Run 1, the metal 1 layer:
Scale: 2 px per µm. Supply wires on this layer in grey. Cells faint in the background.
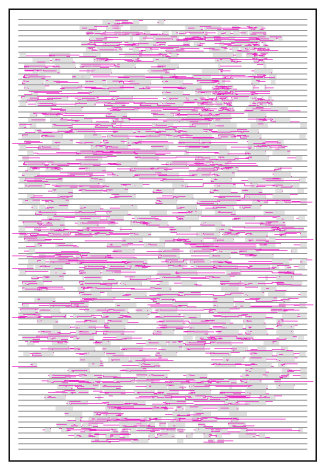
Run 1, track usage over the die:
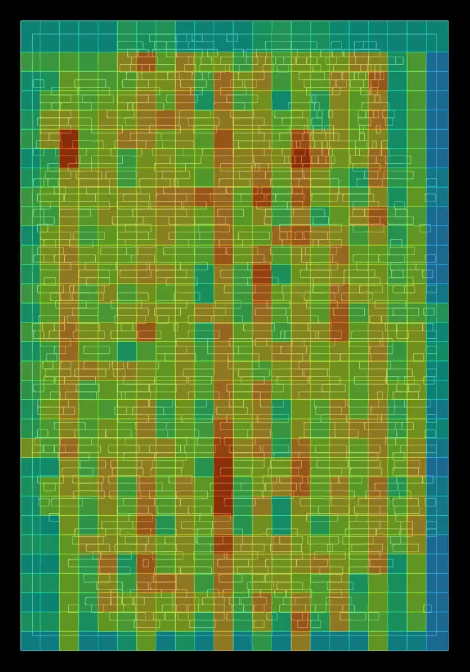
Run 1, metal layers overlaid:
Scale: 2 px per µm. Two of the layers only.
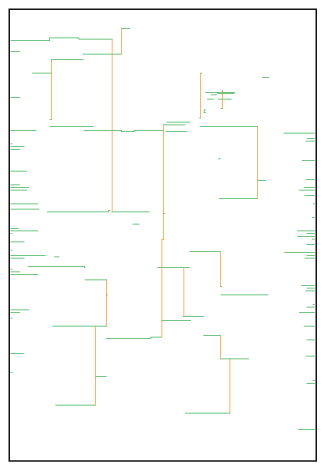
### src/rtl/interconnect_sfft_to_n_data_pkg.sv
// Shared types and index helpers for the FFT-output channel demultiplexer.
package interconnect_sfft_to_n_data_pkg;

    // Debug-visible frame states; encodings are exported on the state port.
    typedef enum logic [1:0] {
        StIdle  = 2'd0,
        StFill  = 2'd1,
        StDrain = 2'd2
    } state_e;

    // Channel that sample k of a frame belongs to.
    function automatic int unsigned map_ch(input int unsigned k, input int unsigned log2_ch,
                                           input int unsigned log2_depth, input bit interleave);
        if (interleave) begin
            return k & ((32'd1 << log2_ch) - 32'd1);
        end
        return k >> log2_depth;
    endfunction

    // Slot inside the channel buffer that sample k lands in.
    function automatic int unsigned map_slot(input int unsigned k, input int unsigned log2_ch,
                                             input int unsigned log2_depth, input bit interleave);
        if (interleave) begin
            return k >> log2_ch;
        end
        return k & ((32'd1 << log2_depth) - 32'd1);
    endfunction

endpackage

### src/rtl/interconnect_sfft_to_n_data_channel_buffer.sv
// One output channel: DEPTH-entry sample store plus its own ready-driven read side.
module interconnect_sfft_to_n_data_channel_buffer #(
    parameter int unsigned DEPTH      = 4,
    parameter int unsigned LOG2_DEPTH = 2,
    parameter int unsigned W          = 16
) (
    input  logic                  clk_i,
    input  logic                  rst_ni,
    input  logic                  wr_en_i,
    input  logic [LOG2_DEPTH-1:0] wr_addr_i,
    input  logic [2*W-1:0]        wr_data_i,
    input  logic                  drain_i,
    input  logic                  clr_i,
    input  logic                  ready_i,
    output logic [W-1:0]          data_i_o,
    output logic [W-1:0]          data_q_o,
    output logic                  complete_o,
    output logic                  last_o,
    output logic                  done_o
);

    localparam logic [LOG2_DEPTH:0] DepthCnt = (LOG2_DEPTH + 1)'(DEPTH);
    localparam logic [LOG2_DEPTH:0] LastPtr  = (LOG2_DEPTH + 1)'(DEPTH - 1);

    logic [2*W-1:0]      mem_q [DEPTH];
    logic [LOG2_DEPTH:0] rd_ptr_q, rd_ptr_d;
    logic [2*W-1:0]      data_q, data_d;
    logic                complete_q, complete_d;
    logic                last_q, last_d;

    // rd_ptr counts one past DEPTH-1 so "drained" is a plain equality.
    assign done_o     = (rd_ptr_q == DepthCnt);
    assign data_i_o   = data_q[2*W-1:W];
    assign data_q_o   = data_q[W-1:0];
    assign complete_o = complete_q;
    assign last_o     = last_q;

    // Sample store: plain RAM, contents are don't-care after reset.
    always_ff @(posedge clk_i) begin
        if (wr_en_i) begin
            mem_q[wr_addr_i] <= wr_data_i;
        end
    end

    // Read side: a ready seen this cycle presents the next slot on the following cycle.
    always_comb begin
        rd_ptr_d   = rd_ptr_q;
        data_d     = data_q;
        complete_d = 1'b0;
        last_d     = 1'b0;
        if (clr_i) begin
            rd_ptr_d = '0;
        end else if (drain_i && ready_i && !done_o) begin
            complete_d = 1'b1;
            data_d     = mem_q[rd_ptr_q[LOG2_DEPTH-1:0]];
            last_d     = (rd_ptr_q == LastPtr);
            rd_ptr_d   = rd_ptr_q + 1'b1;
        end
    end

    // Read-side state register.
    always_ff @(posedge clk_i or negedge rst_ni) begin
        if (!rst_ni) begin
            rd_ptr_q   <= '0;
            data_q     <= '0;
            complete_q <= 1'b0;
            last_q     <= 1'b0;
        end else begin
            rd_ptr_q   <= rd_ptr_d;
            data_q     <= data_d;
            complete_q <= complete_d;
            last_q     <= last_d;
        end
    end

endmodule

### src/rtl/interconnect_sfft_to_n_data.sv
// Captures one NFFT-point FFT frame and splits it across NCH independently drained channels.
module interconnect_sfft_to_n_data
    import interconnect_sfft_to_n_data_pkg::*;
#(
    parameter int unsigned SIZE_BUFFER   = 3,
    parameter int unsigned DATA_FFT_SIZE = 16,
    parameter int unsigned LOG2_CH       = 1,
    parameter string       MODE          = "interleave"
) (
    input  logic                                clk,
    input  logic                                reset,
    input  logic                                fft_valid,
    input  logic [DATA_FFT_SIZE-1:0]            data_from_fft_i,
    input  logic [DATA_FFT_SIZE-1:0]            data_from_fft_q,
    output logic                                resiveFromSecond,
    input  logic [(1<<LOG2_CH)-1:0]             flag_ready_recive,
    output logic [(1<<LOG2_CH)*DATA_FFT_SIZE-1:0] data_fft_i,
    output logic [(1<<LOG2_CH)*DATA_FFT_SIZE-1:0] data_fft_q,
    output logic [(1<<LOG2_CH)-1:0]             complete,
    output logic [(1<<LOG2_CH)-1:0]             last,
    output logic                                overflow,
    output logic [1:0]                          state
);

    localparam int unsigned NFFT       = 1 << SIZE_BUFFER;
    localparam int unsigned NCH        = 1 << LOG2_CH;
    localparam int unsigned DEPTH      = NFFT / NCH;
    localparam int unsigned LOG2_DEPTH = SIZE_BUFFER - LOG2_CH;
    localparam int unsigned W          = DATA_FFT_SIZE;
    localparam bit          INTERLEAVE = (MODE == "interleave");
    localparam logic [SIZE_BUFFER-1:0] LastK = '1;

    state_e                 state_q, state_d;
    logic [SIZE_BUFFER-1:0] wr_cnt_q, wr_cnt_d;
    logic                   overflow_q, overflow_d;
    logic [NCH-1:0]         ch_done;
    logic                   all_done, drain, clr, wr_en;
    logic [31:0]            wr_ch;
    logic [LOG2_DEPTH-1:0]  wr_slot;

    assign drain            = (state_q == StDrain);
    assign all_done         = &ch_done;
    assign clr              = drain && all_done;
    // Samples are only accepted while the FFT is told we are ready.
    assign wr_en            = fft_valid && !drain;
    assign resiveFromSecond = !drain;
    assign overflow         = overflow_q;
    assign state            = state_q;

    assign wr_ch   = map_ch(32'(wr_cnt_q), LOG2_CH, LOG2_DEPTH, INTERLEAVE);
    assign wr_slot = LOG2_DEPTH'(map_slot(32'(wr_cnt_q), LOG2_CH, LOG2_DEPTH, INTERLEAVE));

    // Frame FSM: count samples in, wait for every channel to drain, overflow is sticky.
    always_comb begin
        state_d    = state_q;
        wr_cnt_d   = wr_cnt_q;
        overflow_d = overflow_q;
        unique case (state_q)
            StIdle: begin
                if (fft_valid) begin
                    wr_cnt_d = wr_cnt_q + 1'b1;
                    state_d  = StFill;
                end
            end
            StFill: begin
                if (fft_valid) begin
                    if (wr_cnt_q == LastK) begin
                        wr_cnt_d = '0;
                        state_d  = StDrain;
                    end else begin
                        wr_cnt_d = wr_cnt_q + 1'b1;
                    end
                end
            end
            StDrain: begin
                if (fft_valid) begin
                    overflow_d = 1'b1;
                end
                if (all_done) begin
                    state_d = StIdle;
                end
            end
            default: begin
                state_d  = StIdle;
                wr_cnt_d = '0;
            end
        endcase
    end

    // FSM state register.
    always_ff @(posedge clk or negedge reset) begin
        if (!reset) begin
            state_q    <= StIdle;
            wr_cnt_q   <= '0;
            overflow_q <= 1'b0;
        end else begin
            state_q    <= state_d;
            wr_cnt_q   <= wr_cnt_d;
            overflow_q <= overflow_d;
        end
    end

    for (genvar c = 0; c < NCH; c++) begin : g_ch
        interconnect_sfft_to_n_data_channel_buffer #(
            .DEPTH      (DEPTH),
            .LOG2_DEPTH (LOG2_DEPTH),
            .W          (W)
        ) u_buf (
            .clk_i      (clk),
            .rst_ni     (reset),
            .wr_en_i    (wr_en && (wr_ch == 32'(c))),
            .wr_addr_i  (wr_slot),
            .wr_data_i  ({data_from_fft_i, data_from_fft_q}),
            .drain_i    (drain),
            .clr_i      (clr),
            .ready_i    (flag_ready_recive[c]),
            .data_i_o   (data_fft_i[c*W +: W]),
            .data_q_o   (data_fft_q[c*W +: W]),
            .complete_o (complete[c]),
            .last_o     (last[c]),
            .done_o     (ch_done[c])
        );
    end

endmodule

### config.mk
export PLATFORM = sky130hd
export DESIGN_NAME = interconnect_sfft_to_n_data
export DESIGN_NICKNAME = d
export VERILOG_FILES = /design/src/rtl/interconnect_sfft_to_n_data_pkg.sv /design/src/rtl/interconnect_sfft_to_n_data_channel_buffer.sv /design/src/rtl/interconnect_sfft_to_n_data.sv
export SDC_FILE = /design/constraint.sdc
export NUM_CORES = 1
export LEC_CHECK = 0
export CAP_MARGIN = 20
export CORE_ASPECT_RATIO = 1.5
export CORE_MARGIN = 4
export CORE_UTILIZATION = 40
export DETAILED_ROUTE_END_ITERATION = 8
export GPL_ROUTABILITY_DRIVEN = 0
export PLACE_DENSITY_LB_ADDON = 0.05
export SLEW_MARGIN = 20
export SYNTH_ARGS = -nofsm -noshare
export SYNTH_HDL_FRONTEND = slang
export SYNTH_SLANG_ARGS = --single-unit
export TNS_END_PERCENT = 5
### constraint.sdc
create_clock -name clk -period 7.4 [get_ports clk]
set_clock_uncertainty 0.05 [all_clocks]
set_input_delay 1.48 -clock clk [delete_from_list [all_inputs] [get_ports clk]]
set_output_delay 1.48 -clock clk [all_outputs]
set_load 0.005 [all_outputs]
==> reports/qor.yml, run 1 <==
status: "finished clean"
nClkBuffers: 45
clock.fmax_mhz: 260
path_clk_slew_ps: 60
chip_area_um2: 34400
power_density_nw_per_um2: 386
first_iter_violations: 386
p_leak_uw: 0.00540
p_clk_frac: 0.298
min_to: "overflow"
end_kind: "flop"
grt_pass1_vias: 6447
cts_tree: "yes"
nonClkBufAreaFrac: 0.0874
clk_share: 0.0756
ir_drop_mv: 0.212
nNetsFinal: 739
lay_top_count: "edfxtp_1"
ys_area_um2: 12600
pg_clk_uw: 1770
stdcell_count: 1124
worst_pin_slew_ps: 990
maxSlewViolCount: 0
final_area_um2: 15400
critical_path_required_ps: 7520
setup_tns_ps: 0
grt.overflow.total: 0
largest_class: "flip-flops and latches"
avgSynthCellArea_um2: 22.2
coreArea_um2: 31000
rrSetupSlack_ps: 4420
comb_cell_power_uw: 1480
io_buffers: 108
seqPwrFrac: 0.454
initCoreUtil: 0.405
log.warning_count: 28
cts_sinks: 336
first_pass_iters: 4
multi_input_comb_cells: 189
drive_gt1_frac: 0.291
comb_area_um2: 2660
place_inst: 1060
critPathKind: "in2reg"
clockBufferDepth: 3
synthDistinctLibCells: 33
cp_data_arrival_time_ps: 3950
postRouteAntennaNets: 0
fin_hold_ws_ps: 413
cts.repair.resized: 0
-- 'the metal 1 layer' (at the start) --
- share of all routed wire: 39%
- wire length on this layer: 10100 µm
WL final: 25900 µm
met1 usage in global routing: 0.179
Vias: 5737

-- 'track usage over the die' (at the start) --
met3 GRT Util: 0.0294
Core Util, Final: 0.496
total track usage: 0.154
global routing usage on met2: 0.289
routed len/inst: 23.0 µm

-- 'metal layers overlaid' (at the start) --
- M4: orange (wire length 446 µm)
- M3: green (wire length 933 µm)

## run 1: cell usage after synthesis (2+ instances only)
cell type / instances / area share
mux4_2: 60 / 0.11
a21oi_1: 4 / 0.0016
edfxtp_1: 256 / 0.61
o21ai_0: 5 / 0.0020
ha_1: 8 / 0.0080
clkbuf_1: 7 / 0.0021
inv_1: 10 / 0.0030
o22ai_1: 2 / 0.0010
buf_4: 9 / 0.0054
and3_1: 2 / 0.0010
nand2b_1: 2 / 0.0010
nor3b_1: 2 / 0.0012
nand2_1: 4 / 0.0012
nand2_2: 2 / 0.0010
o2bb2ai_1: 2 / 0.0014
nor3_1: 2 / 0.00080
a21o_1: 3 / 0.0018
nor2_1: 7 / 0.0021
mux4_1: 4 / 0.0084
dfrtp_1: 80 / 0.16
nand3_1: 4 / 0.0016
buf_6: 12 / 0.011
buf_2: 2 / 0.00080
mux2_2: 66 / 0.059
a21boi_1: 2 / 0.0012
## run 1: registers in the layout, indices dropped and copies added (netlist names)
name,flops
overflow,1
g_ch.u_buf.last_o,2
g_ch.u_buf.data_q,64
g_ch.u_buf.mem_q,256
g_ch.u_buf.rd_ptr_q,6
wr_cnt_q,3
g_ch.u_buf.complete_o,2
state,2
## run 1: worst max-delay path, cell delays in order
cell and delay [ps]:
clkdlybuf4s50_1 670, inv_1 130, or3_1 520, nor3_2 650, buf_4 490
## run 1: logic make-up (layout without fill, tap and decap cells)
family,Yosys count,after routing,synth area share
buf+inv,40,194,0.0220
flops,336,336,0.771
mux,131,131,0.176
compound gates,20,20,0.0103
fa+ha+maj,8,8,0.00797
simple gates,30,30,0.0128
## run 1: layer usage
metal  wire [µm]  up-vias  GRT usage
met4         446        0     0.0434
met3         932       33     0.0294
met1       10100     3039      0.179
li1            -     2539          -
met2       14400      126      0.289
met5           0        -          0
Run 1, signal wires on met4:
Scale: 2 px per µm. Supply wires on this layer in grey.
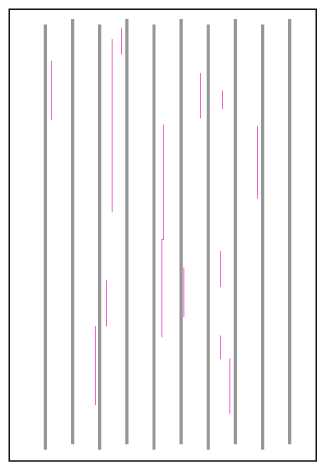

==> run 2: changes to the inputs <==
- clock period: 7.4 -> 3.2 ns (I/O delays scaled with it)
Run 2, signal wires on met4:
Scale: 2 px per µm. Supply wires on this layer in grey.
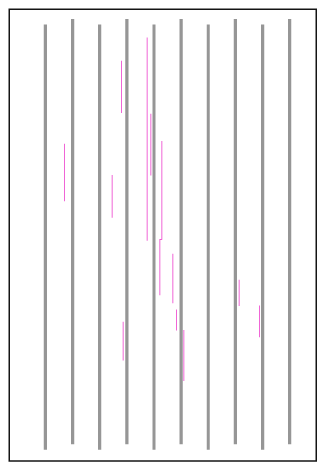
- share of all routed wire: 1.5%
- main direction: vertical
- nets with wire on the layer: 4

Run 2, sequential cells coloured by netlist name:
Scale: 2 px per µm.
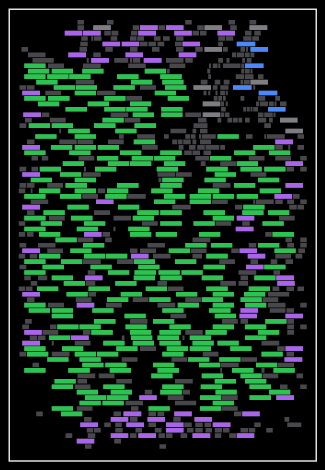
- g_ch.u_buf.rd_ptr_q: blue (flops 6; where upper right)
- g_ch.u_buf.mem_q: green (flops 256)
- g_ch.u_buf.data_q: purple (flops 64; where all over the die)
register area: 9690 µm²
Core Util, Final: 0.491
Seq/total area: 0.636

==> reports/qor.yml, run 2 <==
clock.fmax_mhz: 385
avgSynthCellArea_um2: 22.2  # unchanged
fin_hold_ws_ps: 52.3  # -360 ps
synth.area.top_cells: "edfxtp_1 (61%), dfrtp_1 (16%), mux4_2 (11%)"
synthDistinctLibCells: 33  # unchanged
critPathKind: "reg2out"
worst_pin_slew_ps: 729  # -261 ps
log.warning_count: 29  # +3.6%
grtUsageTotal: 0.151  # -0.00251
lay_top_count: "edfxtp_1"
crit_buf_inv: 2  # -1
initCoreUtil: 0.405  # unchanged
wire_per_inst_um: 23.0  # -0.15%
io_buffers: 108  # unchanged
p_leak_uw: 0.00533  # -1.3%
clockBufferDepth: 3  # unchanged
power_density_nw_per_um2: 876  # +130%
cp_slowest_stage_delay_ps: 520  # -150 ps
maxSlewViolCount: 0  # unchanged
critical_path_required_ps: 2510  # -5010 ps
drive_gt1_frac: 0.290  # about the same
cts_tree: "yes"
common_cells: "edfxtp_1 (256), dfrtp_1 (80), mux2_2 (66)"
grt.overflow.total: 0  # unchanged
place_inst: 1071  # +1.0%
cts.repair.resized: 0  # unchanged
ir_drop_mv: 0.457  # +120%
top_area_cell: "edfxtp_1"
cp_cell_sequence: "and2b_1 -> inv_1 -> clkdlybuf4s50_1"
final_cell_mix: "edfxtp_1 (256), clkdlybuf4s50_1 (107), dfrtp_1 (76)"
setup_tns_ps: 0  # unchanged
crit_family: "buffers and inverters"
nNetsFinal: 744  # +0.68%
postRouteAntennaNets: 0  # unchanged
routed_wl_um: 25900  # +0.21%
final_area_um2: 15200  # -1.0%
first_pass_iters: 4  # unchanged
chip_area_um2: 34400  # unchanged
largest_register_ffs: 256  # unchanged
stdcell_count: 1128  # +0.36%
top_regs: "g_ch.u_buf.mem_q x256, g_ch.u_buf.data_q x64, g_ch.u_buf.rd_ptr_q x6"
path_clk_slew_ps: 60  # about the same
first_iter_violations: 280  # -27%
rrSetupSlack_ps: 940  # -3480 ps
cts_sinks: 336  # unchanged
status: "finished clean"
grt_max_degree: 81
grt_pass1_vias: 6525  # +1.2%
Run 2, the metal 1 layer:
Scale: 2 px per µm. Supply wires on this layer in grey. Cells faint in the background.
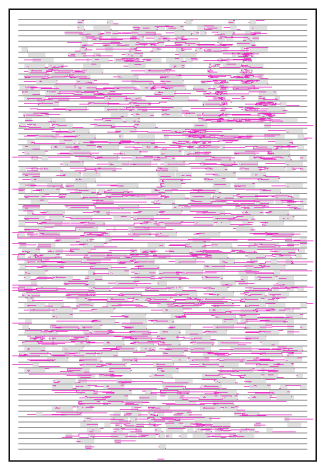
- share of all routed wire: 39%
- main direction: horizontal
- longest straight run: 64.4 µm
Vias: 5750
met1 usage in global routing: 0.180

==> run 2: netlist changes by cell type in the layout (fill, tap and decap cells not counted), sizes merged <==
cell      delta
clkinvlp     +1
clkinv       -3
buf          +8
bufinv       -1
inv          -1
==> run 2: routing by layer <==
metal  global-route usage  vias up  part of all wire
met5                    0        -                 0
li1                     -     2531                 -
met1                0.180     3076              0.39
met4               0.0348        0             0.015
met2                0.288      114              0.56
met3               0.0244       29             0.040
==> run 2: path summary, 6_finish.rpt <==
check,from,endpoint,depth (start not counted)
max,state[1],resiveFromSecond,3
min,reset,g_ch[0].u_buf.data_q[9],2
max reg2reg,state[1],g_ch[0].u_buf.mem_q[0][25],5
min reg2reg,overflow,overflow,1
max in group asynchronous,reset,g_ch[0].u_buf.rd_ptr_q[1],2
min in group clk,overflow,overflow,1
==> run 2: logic make-up after synthesis <==
family / Yosys count / share of synthesized area
flip-flops: 336 / 0.771
multiplexers: 131 / 0.176
buffers and inverters: 40 / 0.0220
AND/OR/NAND/NOR: 30 / 0.0128
AND-OR/OR-AND: 20 / 0.0103
adder cells (fa/ha/maj): 8 / 0.00797
==> run 2: power breakdown <==
part	total (µW)	internal (µW)	switching, µW
clock	3680	2150	1530
combinational	3610	2030	1580
sequential	6060	5670	398
==> run 2: final cells by class <==
cell class	instances	area [µm²]	share of cell area
flip-flops and latches	336	9690	0.636
multi-input cells	189	2660	0.175
repair buffers	131	1330	0.0870
clock buffers	45	888	0.0583
well taps	405	507	0.0332
clock inverters	12	134	0.00878
inverters	10	37.5	0.00246
Run 2, metal layers overlaid:
Scale: 2 px per µm. Two of the layers only.
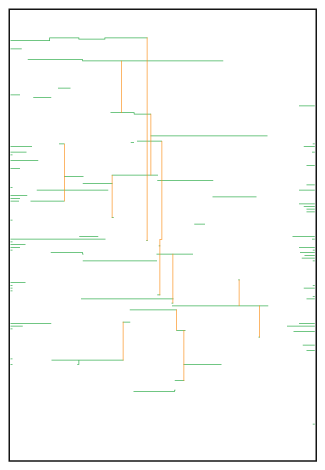

==> run 3: changes to the inputs <==
- clock period: 3.2 -> 2.4 ns (I/O delays scaled with it)
Run 3, metal layers overlaid:
Scale: 2 px per µm. Two of the layers only.
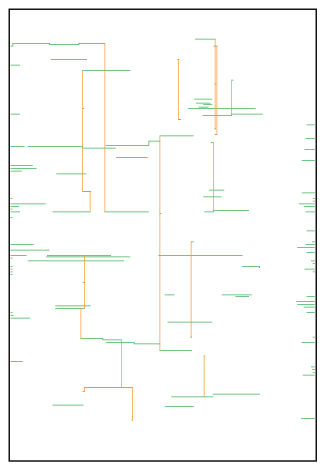
- M4: orange (wire length 585 µm)
- M3: green (wire length 1080 µm)

Run 3, signal wires on met4:
Scale: 2 px per µm. Supply wires on this layer in grey.
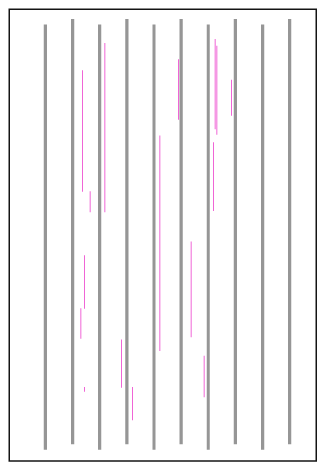
- share of all routed wire: 2.2%
- longest straight run: 107 µm
- wire length on this layer: 585 µm
- main direction: vertical
- nets with wire on the layer: 8
Vias: 5813
WL final: 26100 µm

Run 3, the metal 1 layer:
Scale: 2 px per µm. Supply wires on this layer in grey. Cells faint in the background.
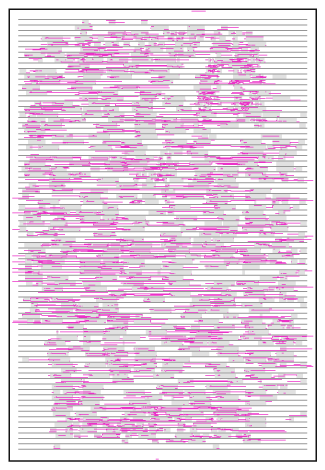
- wire length on this layer: 10300 µm
- main direction: horizontal
met1 usage in global routing: 0.188

==> reports/qor.yml, run 3 <==
reg2reg_from: "state[0]"
grt_pass1_vias: 6494  # -0.48%
setup_tns_ps: 0  # unchanged
worstReg2RegEnd: "g_ch[0].u_buf.mem_q[0][6]"
cts_tree: "yes"
cp_slowest_stage_delay_ps: 520  # about the same
met3_usage: 0.0267  # +0.00231
status: "finished clean"
wl_met2_um: 14200  # -2.3%
power_density_nw_per_um2: 1180  # +35%
postRouteAntennaNets: 0  # unchanged
synthDistinctLibCells: 33  # unchanged
crit_family: "buffers and inverters"
path_clk_slew_ps: 60  # about the same
cp_cell_sequence: "and2b_1 -> inv_1 -> clkdlybuf4s50_1"
drive_gt1_frac: 0.317  # +0.0267
nNetsFinal: 761  # +2.3%
met1_length_um: 10300  # +2.8%
final_area_um2: 15500  # +1.8%
first_iter_violations: 345  # +23%
common_cells: "edfxtp_1 (256), dfrtp_1 (80), mux2_2 (66)"
grt.overflow.total: 0  # unchanged
busiest_layer: "met2"
hold_depth: 1
r2r_cells: 4  # -1
p_leak_uw: 0.00548  # +2.7%
run 3: cell types whose count changed in the layout (fill, tap and decap cells not counted), sizes merged:
cell / before / now
clkinvlp: 2 / 1
clkbuf: 45 / 42
clkinv: 7 / 13
buf: 24 / 37
dlygate4sd3: 0 / 1
inv: 10 / 12
run 3: power breakdown:
part / total, µW / leakage, µW / internal (µW) / switching (µW)
Clock: 5280 / 0.000561 / 3130 / 2150
Combinational: 4970 / 0.00160 / 2830 / 2140
Sequential: 8070 / 0.00332 / 7560 / 519
run 3: final cells by class:
cell class | count | area, µm² | share of cell area
clock buffers | 42 | 942 | 0.0607
clock inverters | 19 | 183 | 0.0118
inverters | 10 | 37.5 | 0.00242
multi-input cells | 189 | 2670 | 0.172
flip-flops and latches | 336 | 9700 | 0.625
well taps | 405 | 507 | 0.0326
repair buffers | 145 | 1480 | 0.0956
run 3: cells by family after synthesis:
| kind of cell | synth area share |
|---|---|
| DFF | 0.771 |
| muxes | 0.176 |
| buffers and inverters | 0.0220 |
| and+or+nand+nor | 0.0128 |
| AOI/OAI and AO/OA | 0.0103 |
| adders and majority gates | 0.00797 |
run 3: through the flow:
stage          worst slack, ps  instances
2_1_floorplan             -183        565
3_3_place_gp              47.9       1081
3_5_place_dp              48.5       1081
4_1_cts                   34.4       1144
5_1_grt                   1.55       1146
6_report                  85.7       1146
run 3: worst max path at each step:
stage,startpoint,end,slack (ps),cells after the start
after floorplan,state[1],g_ch[1].u_buf.mem_q[1][0],-180,7
after global placement,fft_valid,g_ch[0].u_buf.mem_q[0][6],50,5
after detailed placement,fft_valid,g_ch[0].u_buf.mem_q[0][6],50,5
after CTS,state[0],resiveFromSecond,30,3
after global routing,state[0],resiveFromSecond,2,3
final,state[0],resiveFromSecond,90,3
No activity file was given, so power comes from the tool's default toggle rates.
